Run 1, M4 wires:
Cells faint in the background.
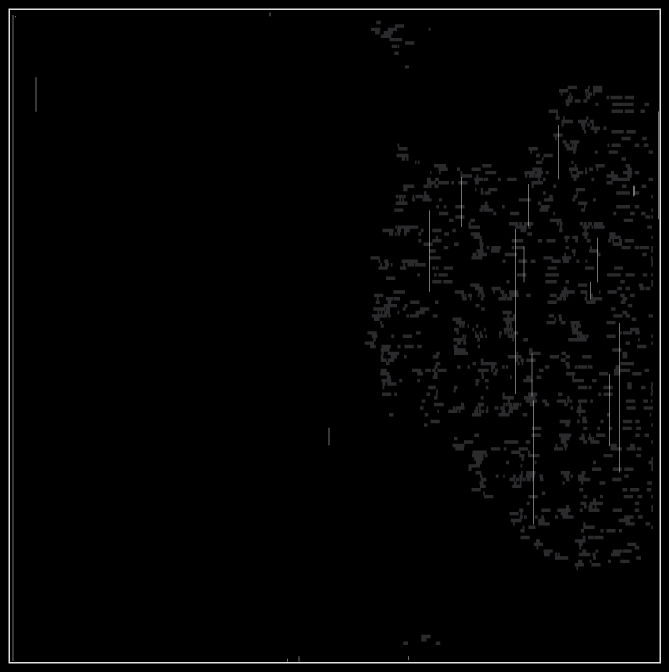
Run 1, signal wires on met1:
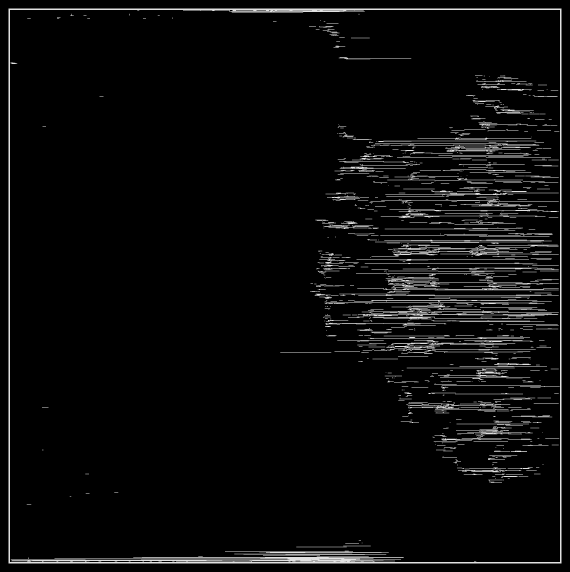
Run 1, metal 3:
Bar = 200 µm.
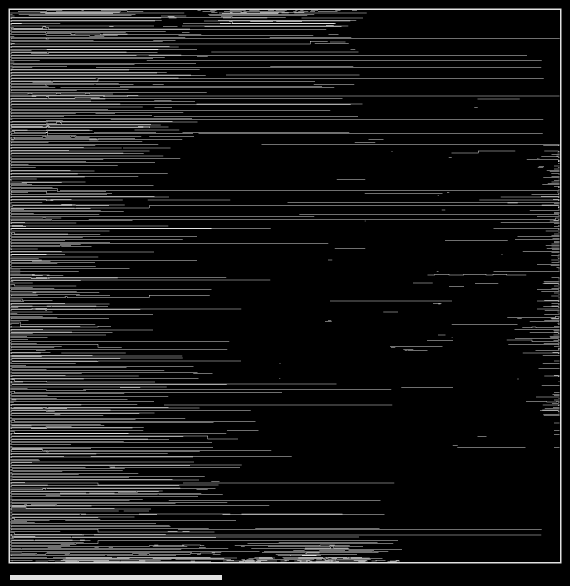
Run 1, routing congestion map:
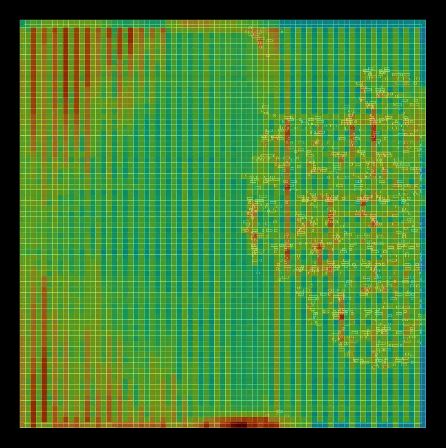
<file path="src/rtl/mm2s_dispatch.sv">
// mm2s_dispatch: tag-driven scheduler between the MM2S prefetch buffer and
// the internal consumer ports. One tag is popped at a time; exactly
// (tag[15:0] + 1) data beats are then forwarded to the port selected by the
// tag destination. tlast is regenerated from the internal beat count, input
// tlast is only used for a sticky framing check, and free-running performance
// counters are exported through a registered status word.
//
// Handshake semantics (all streams): a transfer happens on a rising clk edge
// where valid and ready are both high. Valid never waits for ready. The data
// path is combinational: m_tvalid[dst] follows s_data_tvalid and
// s_data_tready follows m_tready[dst], so consumers must not derive ready
// from valid combinationally. While rst is high every ready and valid output
// is held low.
module mm2s_dispatch #(
    parameter int AXI_DATA_WIDTH = 512,
    parameter int MM2S_TAG_WIDTH = 32,
    parameter int N_DEST         = 4
) (
    input  logic                          clk,
    input  logic                          rst,
    input  logic                          en,
    // tag stream from the prefetch tag FIFO
    input  logic                          s_tag_tvalid,
    output logic                          s_tag_tready,
    input  logic [MM2S_TAG_WIDTH-1:0]     s_tag_tdata,
    input  logic [1:0]                    s_tag_tdest,
    // data stream from the prefetch data FIFO
    input  logic                          s_data_tvalid,
    output logic                          s_data_tready,
    input  logic [AXI_DATA_WIDTH-1:0]     s_data_tdata,
    input  logic [AXI_DATA_WIDTH/8-1:0]   s_data_tkeep,
    input  logic                          s_data_tlast,
    // consumer ports; data/keep/last are shared, valid/ready are per port
    output logic [N_DEST-1:0]             m_tvalid,
    input  logic [N_DEST-1:0]             m_tready,
    output logic [AXI_DATA_WIDTH-1:0]     m_tdata,
    output logic [AXI_DATA_WIDTH/8-1:0]   m_tkeep,
    output logic                          m_tlast,
    // status
    output logic                          busy,
    output logic [4*32-1:0]               status,
    output logic                          dbg_state
);

    localparam int DEST_W = 2;
    localparam int CNT_W  = 16;

    typedef enum logic {
        IDLE = 1'b0,
        XFER = 1'b1
    } state_t;

    state_t              state_q, state_d;
    logic [CNT_W-1:0]    cnt_q, cnt_d;
    logic [DEST_W-1:0]   dst_q, dst_d;

    logic [31:0]         beats_q, beats_d;
    logic [31:0]         tags_q, tags_d;
    logic [31:0]         stall_q, stall_d;
    logic                err_q, err_d;
    logic [4*32-1:0]     status_q, status_d;

    logic [N_DEST-1:0]   dest_sel;
    logic                sel_ready;
    logic                last_beat;
    logic                beat_fire;
    logic                tag_done;
    logic                stall_cycle;
    logic                frame_err;

    // Upper tag bits carry no meaning for this block.
    generate
        if (MM2S_TAG_WIDTH > CNT_W) begin : g_tag_hi
            logic tag_hi_unused;
            assign tag_hi_unused = ^s_tag_tdata[MM2S_TAG_WIDTH-1:CNT_W];
        end
    endgenerate

    // One-hot decode of the latched destination; an index beyond N_DEST
    // selects no port and the transfer simply waits.
    always_comb begin
        dest_sel = '0;
        for (int d = 0; d < N_DEST; d++) begin
            dest_sel[d] = (dst_q == DEST_W'(d));
        end
    end

    assign sel_ready = |(m_tready & dest_sel);
    assign last_beat = (cnt_q == '0);

    // Shared data fields pass straight through; only valid is steered.
    assign m_tdata   = s_data_tdata;
    assign m_tkeep   = s_data_tkeep;
    assign busy      = (state_q == XFER);
    assign dbg_state = state_q;
    assign status    = status_q;

    // FSM next state, handshakes and per-cycle event strobes.
    always_comb begin
        state_d       = state_q;
        cnt_d         = cnt_q;
        dst_d         = dst_q;
        s_tag_tready  = 1'b0;
        s_data_tready = 1'b0;
        m_tvalid      = '0;
        m_tlast       = 1'b0;
        beat_fire     = 1'b0;
        tag_done      = 1'b0;
        stall_cycle   = 1'b0;
        frame_err     = 1'b0;

        case (state_q)
            IDLE: begin
                s_tag_tready = en & ~rst;
                if (s_tag_tvalid && s_tag_tready) begin
                    cnt_d   = s_tag_tdata[CNT_W-1:0];
                    dst_d   = s_tag_tdest;
                    state_d = XFER;
                end
            end
            XFER: begin
                m_tvalid      = dest_sel & {N_DEST{s_data_tvalid & ~rst}};
                s_data_tready = sel_ready & ~rst;
                m_tlast       = last_beat;
                beat_fire     = s_data_tvalid & s_data_tready;
                if (beat_fire) begin
                    // Framing is reported, never obeyed: cnt owns the frame.
                    frame_err = (s_data_tlast != last_beat);
                    if (last_beat) begin
                        tag_done = 1'b1;
                        state_d  = IDLE;
                    end else begin
                        cnt_d = cnt_q - 1'b1;
                    end
                end else begin
                    stall_cycle = 1'b1;
                end
            end
            default: begin
                state_d = IDLE;
            end
        endcase
    end

    // Performance counters wrap naturally; the framing flag is sticky.
    always_comb begin
        beats_d  = beats_q + {31'd0, beat_fire};
        tags_d   = tags_q + {31'd0, tag_done};
        stall_d  = stall_q + {31'd0, stall_cycle};
        err_d    = err_q | frame_err;
        status_d = {31'd0, err_q, stall_q, tags_q, beats_q};
    end

    // FSM state, beat count and destination registers.
    always_ff @(posedge clk) begin
        if (rst) begin
            state_q <= IDLE;
            cnt_q   <= '0;
            dst_q   <= '0;
        end else begin
            state_q <= state_d;
            cnt_q   <= cnt_d;
            dst_q   <= dst_d;
        end
    end

    // Counter registers.
    always_ff @(posedge clk) begin
        if (rst) begin
            beats_q <= '0;
            tags_q  <= '0;
            stall_q <= '0;
            err_q   <= 1'b0;
        end else begin
            beats_q <= beats_d;
            tags_q  <= tags_d;
            stall_q <= stall_d;
            err_q   <= err_d;
        end
    end

    // Status snapshot, one cycle behind the counters.
    always_ff @(posedge clk) begin
        if (rst) begin
            status_q <= '0;
        end else begin
            status_q <= status_d;
        end
    end

endmodule

</file>
<file path="config.mk">
export PLATFORM = sky130hd
export DESIGN_NAME = mm2s_dispatch
export DESIGN_NICKNAME = d
export VERILOG_FILES = /design/src/rtl/mm2s_dispatch.sv
export SDC_FILE = /design/constraint.sdc
export NUM_CORES = 1
export LEC_CHECK = 0
export CAP_MARGIN = 20
export CORE_AREA = 5 5 513 515
export DETAILED_ROUTE_END_ITERATION = 16
export DIE_AREA = 0 0 518 520
export PLACE_DENSITY_LB_ADDON = 0.1
export SYNTH_ARGS = -nofsm -noshare
export SYNTH_HDL_FRONTEND = slang
export SYNTH_SLANG_ARGS = --single-unit
</file>
<file path="constraint.sdc">
create_clock -name clk -period 4.2 [get_ports clk]
set_input_delay 1.26 -clock clk [delete_from_list [all_inputs] [get_ports clk]]
set_output_delay 1.26 -clock clk [all_outputs]
set_load 0.05 [all_outputs]
</file>
==> qor.csv, run 1 <==
stage,metric,value,unit
synthesis,xor_area_share,5.21,%
clock_tree,cts-root-buf,clkbuf_16,
global_routing,grtUsageTotal,11.1,%
sta,report.final.slew_viol_count,0,
clock_tree,h-tree-depth,1,
synthesis,synth_cells,1465,
clock_tree,cts_tree,built,
global_routing,antenna_found_initial,9,
setup_path,cp_slowest_cell,mux4_2,
floorplan,die_area,269000,µm²
sta,worst_pin_slew,0.944,ns
placed_design,hpwlAfterDp,147000,µm
setup_path,startpoint_type,primary input,
global_routing,grt_pass1_wl,177000,µm
synthesis,compound_area_share,3.61,%
setup_path,worst_ep_required_time,2.94,ns
clock_tree,clk_path_buf_depth,3,
sta,finalSetupViolCount,0,
placed_design,port_buffers,133,
floorplan,core_area,258000,µm²
synthesis,ff_type,dfxtp_1,
clock_tree,ctsHoldBuffers,0,
synthesis,syn_area,12600,µm²
synthesis,async_flop_share,0,%
final_layout,lay_top_cells,"dfxtp_1, clkdlybuf4s50_1, nor2_1, nor2b_1, xor2_1",
run_status,status,"finished, final reports clean",
sta,worst_slack,0.117,ns
route,drcViolationCount,0,
clock_tree,cts_made_buffers,28,
sta,rsz0062_at_grt,no,
global_routing,overflow,0,
floorplan,rows,187,
power,vdd_drop_max,248,µV
sta,skew,0.0157,ns
placed_design,place_ws,-0.118,ns
synthesis,yosys_register_bits,213,
sta,fin_crit_sh,97.2,%
setup_path,crit_fanout,5,
power,power-per-cell-area,337,nW/µm²
setup_path,arrival,2.82,ns
flow_run,warning_count,46,
final_layout,nNetsFinal,1676,
route,drtAntennaViolNets,0,
synthesis,synthMuxAreaShare,0.705,%
route,viasPerCell,1.77,
floorplan,fp.dieW,518,µm
setup_path,crit_type,primary input to primary output,
sta,hold_viol,0,
setup_path,crit_chain,clkdlybuf4s50_1 -> mux4_2 -> buf_12 -> nor3b_2 -> buf_4 -> buf_12,
synthesis,logic_family,buffers and inverters,
global_routing,grt_pass1_vias,7897,
power,p_leak,4.20,nW
clock_tree,clock.latency.late_pin,0.56,ns
sta,fin_crit,4.08,ns
placed_design,gp_congestion,1.04,
flow_run,max_cap_violations,0,
final_layout,fin_cells,4474,
clock_tree,cts.sink_count,213,
placed_design,dp.cells,4420,
route,drt-pass1-iter-count,6,
synthesis,yosysSeqAreaShare,33.8,%
synthesis,yosysWarningCount,0,
synthesis,synth_area_per_cell,8.60,µm²
floorplan,ioPinCount,1333,
synthesis,ys_sh_simple,17.9,%
setup_path,critical_path.max_stage_delay,0.51,ns
sta,tns,0,ns
final_layout,drive_above_1_share,10.7,%
sta,max_freq,245,MHz
floorplan,die_h,520,µm
global_routing,grt_max_degree,158,
synthesis,adder_share,0.794,%
clock_tree,clkSlewWorstSetupHoldPaths,0.05,ns
synthesis,yosys_cells,1465,
final_layout,syn_to_final_growth,19.0,%
synthesis,edf_count,0,
floorplan,core_util_floorplan,4.88,%
synthesis,synth_chip_area,12600,µm²
route,first_iter_violations,325,
power,power,0.00506,W
synthesis,synthDistinctLibCells,49,
setup_path,cpMostUsedCell,buf_12,
final_layout,layout_top_cell,dfxtp_1,
sta,maxSlewHeadroom,36.8,%
Back to the opening pictures, 'M4 wires':
nets with wire on the layer: 12
main direction: vertical

Back to the opening pictures, 'signal wires on met1':
longest straight run: 273 µm
wire length on this layer: 24.4 mm
Vias: 7,930
DRT Wirelength: 156,000 µm

Back to the opening pictures, 'metal 3':
nets with wire on the layer: 672
share of all routed wire: 37%
routing usage on met3: 19.5%

Back to the opening pictures, 'routing congestion map':
gr busiest metal: met3
Routed WL per cell: 35.0 µm
end-of-flow core utilization: 5.80%

## run 1: critical path, delay by kind of cell
kind,cells,cell delay [ns]
buffers and inverters,4,0.88
muxes,1,0.51
and+or+nand+nor,1,0.15
## run 1: final cells by class
type | instances | area (µm²)
fill | 30400 | 243000
sequential | 213 | 4270
tap | 3402 | 4260
multi-input combinational | 616 | 3690
timing repair buffer | 170 | 1720
clock buffer | 39 | 843
clock inverter | 13 | 143
inverter | 19 | 71.3
antenna | 2 | 5.00
## run 1: path summary, 6_finish.rpt
kind,start,to,slack (ns),depth (start not counted)
worst min-delay path,tags_q[0],status[32],0.47,1
worst max register to register,cnt_q[0],tags_q[26],1.07,14
worst max-delay path,m_tready[3],s_data_tready,0.12,6
worst min register to register,tags_q[0],status[32],0.47,1
## run 1: synth_stat cells (17+ instances only)
cell	count	share of area, %
a21oi_1	34	1.4
and4_1	17	1.2
buf_4	608	36
clkbuf_1	33	0.98
dfxtp_1	213	34
inv_1	19	0.57
nand2_1	41	1.2
nand3_1	44	1.7
nand4_1	34	1.7
nor2_1	112	3.3
nor2b_1	98	4.9
o21ai_0	21	0.83
xnor2_1	23	1.6
xor2_1	52	3.6
## run 1: routing by layer
metal,track usage [%],vias to the layer above,routed length (µm)
met5,0.913,-,361
met4,1.06,8,1370
met3,19.5,54,58400
met2,18.1,1212,71900
met1,4.93,3386,24400
li1,-,3270,-
## run 1: stage by stage
step	cell area (µm²)	hold WS (ns)
2_1_floorplan	12700	0.429
3_5_place_dp	14000	0.461
6_report	15000	0.466
5_1_grt	15000	0.493
3_3_place_gp	14000	0.461
4_1_cts	15000	0.469
## run 1: sequential cells by signal (all words and copies together), names as in the netlist
name	flops
cnt_q	16
status	97
busy	1
stall_q	32
dst_q	2
tags_q	32
err_q	1
beats_q	32
## run 1: kinds of logic (layout without fill, tap and decap cells)
kind of cell             Yosys count  count (layout)
AND-OR/OR-AND                     77              77
XOR/XNOR                          75              75
adder cells (fa/ha/maj)            8               8
buffers and inverters            666             241
flip-flops                       213             213
multiplexers                       7               7
other                              1              33
AND/OR/NAND/NOR                  418             418
## run 1: where the power goes
group,leakage [nW],total (W),switching (W),internal (W)
Combinational,1.99,0.000416,0.000290,0.000126
Sequential,1.72,0.00206,0.0000208,0.00204
Clock,0.495,0.00259,0.00101,0.00158
## run 1: what timing repair did
action	4_1_cts	5_1_grt
endpoints found under the hold margin	0	0
buffers inserted	0	0
endpoints found under the setup margin	0	1
gates resized	0	1
--- run 2 (diff from run 1) ---
--- a/config.mk
+++ b/config.mk
@@ -6,9 +6,9 @@
 export NUM_CORES = 1
 export LEC_CHECK = 0
 export CAP_MARGIN = 20
-export CORE_AREA = 5 5 513 515
+export CORE_AREA = 2 2 525 527
 export DETAILED_ROUTE_END_ITERATION = 16
-export DIE_AREA = 0 0 518 520
+export DIE_AREA = 0 0 527 529
 export PLACE_DENSITY_LB_ADDON = 0.1
 export SYNTH_ARGS = -nofsm -noshare
 export SYNTH_HDL_FRONTEND = slang
Run 2, signal wires on met1:
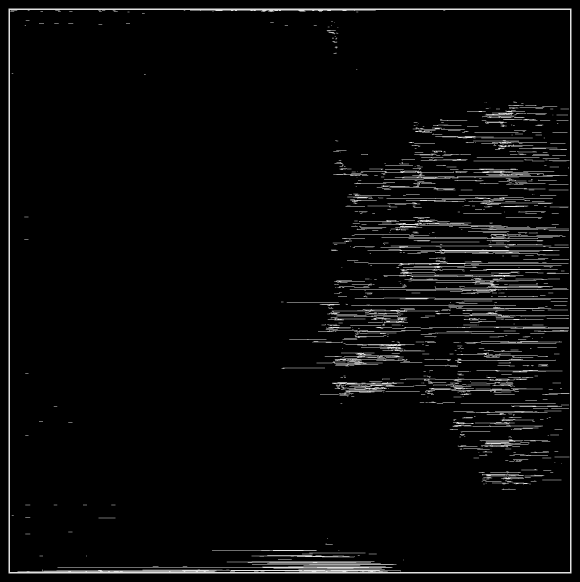
main direction: horizontal
wire length on this layer: 22.3 mm
longest straight run: 231 µm
nets with wire on the layer: 1,100

Run 2, metal 3:
Bar = 200 µm.
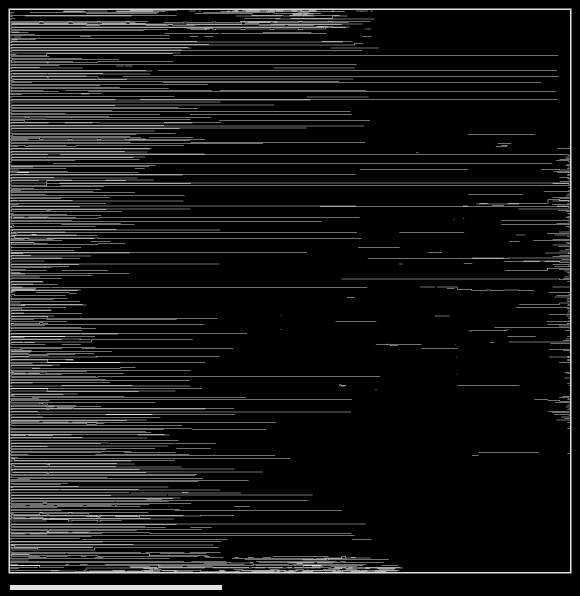
wire length on this layer: 58.2 mm
nets with wire on the layer: 652
longest straight run: 480 µm
DRT Wirelength: 158,000 µm
Vias: 8,007

Run 2, M4 wires:
Cells faint in the background.
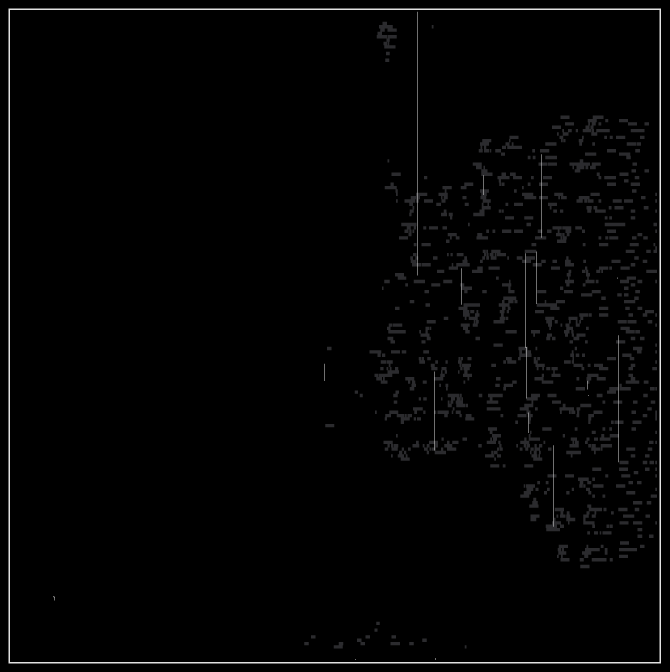
share of all routed wire: 0.48%
main direction: vertical

==> qor.csv, run 2 <==
stage,metric,value,unit
run_status,status,"finished, final reports clean",
floorplan,rows,192,
placed_design,gp_congestion,1.07,
min_path,hold_path.class,flop to flop,
clock_tree,clkSlewWorstSetupHoldPaths,0.06,ns
global_routing,grtUsageTotal,10.8,%
final_layout,largest_reg_flops,97,
floorplan,die_area,279000,µm²
sta,report.final.slew_viol_count,0,
synthesis,yosysTopAreaCell,buf_4,
synthesis,ff_type,dfxtp_1,
final_layout,drive_above_1_share,10.6,%
floorplan,core_area,273000,µm²
final_layout,syn_to_final_growth,20.4,%
sta,rsz0062_at_grt,no,
power,power-per-cell-area,320,nW/µm²
global_routing,use_met1,4.39,%
route,first_iter_violations,342,
synthesis,synthTopCellsByCount,"buf_4, dfxtp_1, nor2_1",
route,viasPerCell,1.72,
flow_run,warning_count,43,
synthesis,yosysSeqAreaShare,33.8,%
synthesis,synth_cells,1465,
global_routing,grt_use_met3,18.7,%
floorplan,die_h,529,µm
setup_path,crit_type,primary input to primary output,
floorplan,core_util_floorplan,4.62,%
global_routing,grt.busiest_layer,met3,
final_layout,lay_top_cells,"dfxtp_1, clkdlybuf4s50_1, nor2_1, nor2b_1, xor2_1",
global_routing,overflow,0,
clock_tree,h-tree-depth,1,
final_layout,utilization,5.56,%
power,netSwitchingFraction,27.0,%
setup_path,r2r_cells,14,
synthesis,yosysMostFrequentCell,buf_4,
clock_tree,clk_path_buf_depth,3,
global_routing,grt_pass1_vias,7880,
setup_path,worst_ep_required_time,2.94,ns
sta,fin_crit_sh,98.1,%
sta,fin_crit,4.12,ns
route,drt-pass1-iter-count,4,
final_layout,nNetsFinal,1687,
route,wire_per_inst,33.8,µm
power,p_sw,0.00131,W
global_routing,met2_usage,18.6,%
clock_tree,cts_made_buffers,29,
power,internal-power,0.00355,W
synthesis,yosys_cells,1465,
power,combPwrFrac,8.3,%
synthesis,yosys_register_bits,213,
global_routing,antenna_found_initial,11,
power,vdd_drop_max,286,µV
clock_tree,cts-root-buf,clkbuf_16,
synthesis,synth_chip_area,12600,µm²
flow_run,max_cap_violations,0,
setup_path,arrival,2.86,ns
clock_tree,clock.latency.late_pin,0.57,ns
global_routing,grt_pass1_wl,177000,µm
sta,worst_pin_slew,0.953,ns
sta,skew,0.0204,ns
min_path,hold_depth,1,
synthesis,synthDistinctLibCells,49,
power,power_frac_clock,49.3,%
global_routing,grt_max_degree,67,
synthesis,synth_top_area_share,36.2,%
sta,hold_viol,0,
floorplan,fp.dieW,527,µm
final_layout,layout_top_cell,dfxtp_1,
setup_path,crit_fanout,4,
setup_path,endpoint_kind,primary output,
placed_design,hpwlAfterDp,148000,µm
synthesis,synth_area_per_cell,8.60,µm²
synthesis,async_flop_share,0,%
sta,hold_ws,0.471,ns
setup_path,startpoint_type,primary input,
sta,maxSlewHeadroom,36.2,%
sta,finalSetupViolCount,0,
clock_tree,cts_tree,built,
placed_design,port_buffers,133,
synthesis,edf_count,0,
synthesis,yosysWarningCount,0,
floorplan,ioPinCount,1333,
power,seq_power_share,42.5,%
power,p_leak,4.18,nW
synthesis,topCellsByArea,"buf_4, dfxtp_1, nor2b_1",
route,drcViolationCount,0,
route,drtAntennaViolNets,0,
sta,max_freq,243,MHz
clock_tree,cts.sink_count,213,
synthesis,syn_area,12600,µm²
run 2: cell families (layout without fill, tap and decap cells):
kind of cell               count (synthesis)  count (layout)  share of synthesized area, %
adders and majority gates                  8               8                         0.794
DFF                                      213             213                          33.8
xor gates and xnor gates                  75              75                          5.21
muxes                                      7               7                         0.705
and+or+nand+nor                          418             418                          17.9
buffers and inverters                    666             244                          38.0
other                                      1              36                        0.0298
AOI/OAI and AO/OA                         77              77                          3.61
run 2: final timing paths:
kind / startpoint / endpoint / slack [ns]
max: m_tready[3] / s_data_tready / 0.08
min: beats_q[0] / status[0] / 0.47
max reg2reg: cnt_q[0] / tags_q[20] / 0.90
min reg2reg: beats_q[0] / status[0] / 0.47
run 2: cell type report:
class	instances	area, µm²
diodes	5	12.5
clock buffers	35	758
clock inverters	10	114
fillers	32200	258000
inverters	19	71.3
multi-input cells	616	3680
flip-flops and latches	213	4270
well taps	3589	4490
repair buffers	180	1780
run 2: critical path: stages:
cell and delay (ns):
clkdlybuf4s50_1 0.41, mux4_2 0.62, nor3b_2 0.22, buf_4 0.18, buf_12 0.15
run 2: metal layers:
metal	up-vias	wire, µm
li1	3291	-
met4	6	763
met5	-	92
met3	39	58200
met1	3420	22300
met2	1251	76300
run 2: through the flow:
step | instances | instance area, µm² | TNS [ns] | worst slack, ns | power [W]
2_1_floorplan | 1495 | 12700 | 0 | 0.102 | 0.00385
3_3_place_gp | 4617 | 14300 | -6.19 | -0.375 | 0.00253
3_5_place_dp | 4617 | 14300 | -4.45 | -0.294 | 0.00253
4_1_cts | 4662 | 15200 | 0 | 0.0158 | 0.00505
5_1_grt | 4662 | 15200 | 0 | 0.0267 | 0.00513
6_report | 4667 | 15200 | 0 | 0.0816 | 0.00486
run 2: power by group through the flow:
stage	clock network (W)	logic (W)	registers, W
3_5_place_dp	0	0.000416	0.00211
6_report	0.00239	0.000401	0.00206
2_1_floorplan	0	0.00175	0.00210
4_1_cts	0.00257	0.000418	0.00207
5_1_grt	0.00262	0.000442	0.00207
3_3_place_gp	0	0.000420	0.00211
run 2: repair_timing:
action                                  CTS  global route
hold buffers                              0             0
setup buffers                             1             0
resized                                   0             1
endpoints found under the setup margin    1             6
Power and IR drop assume default switching activity.
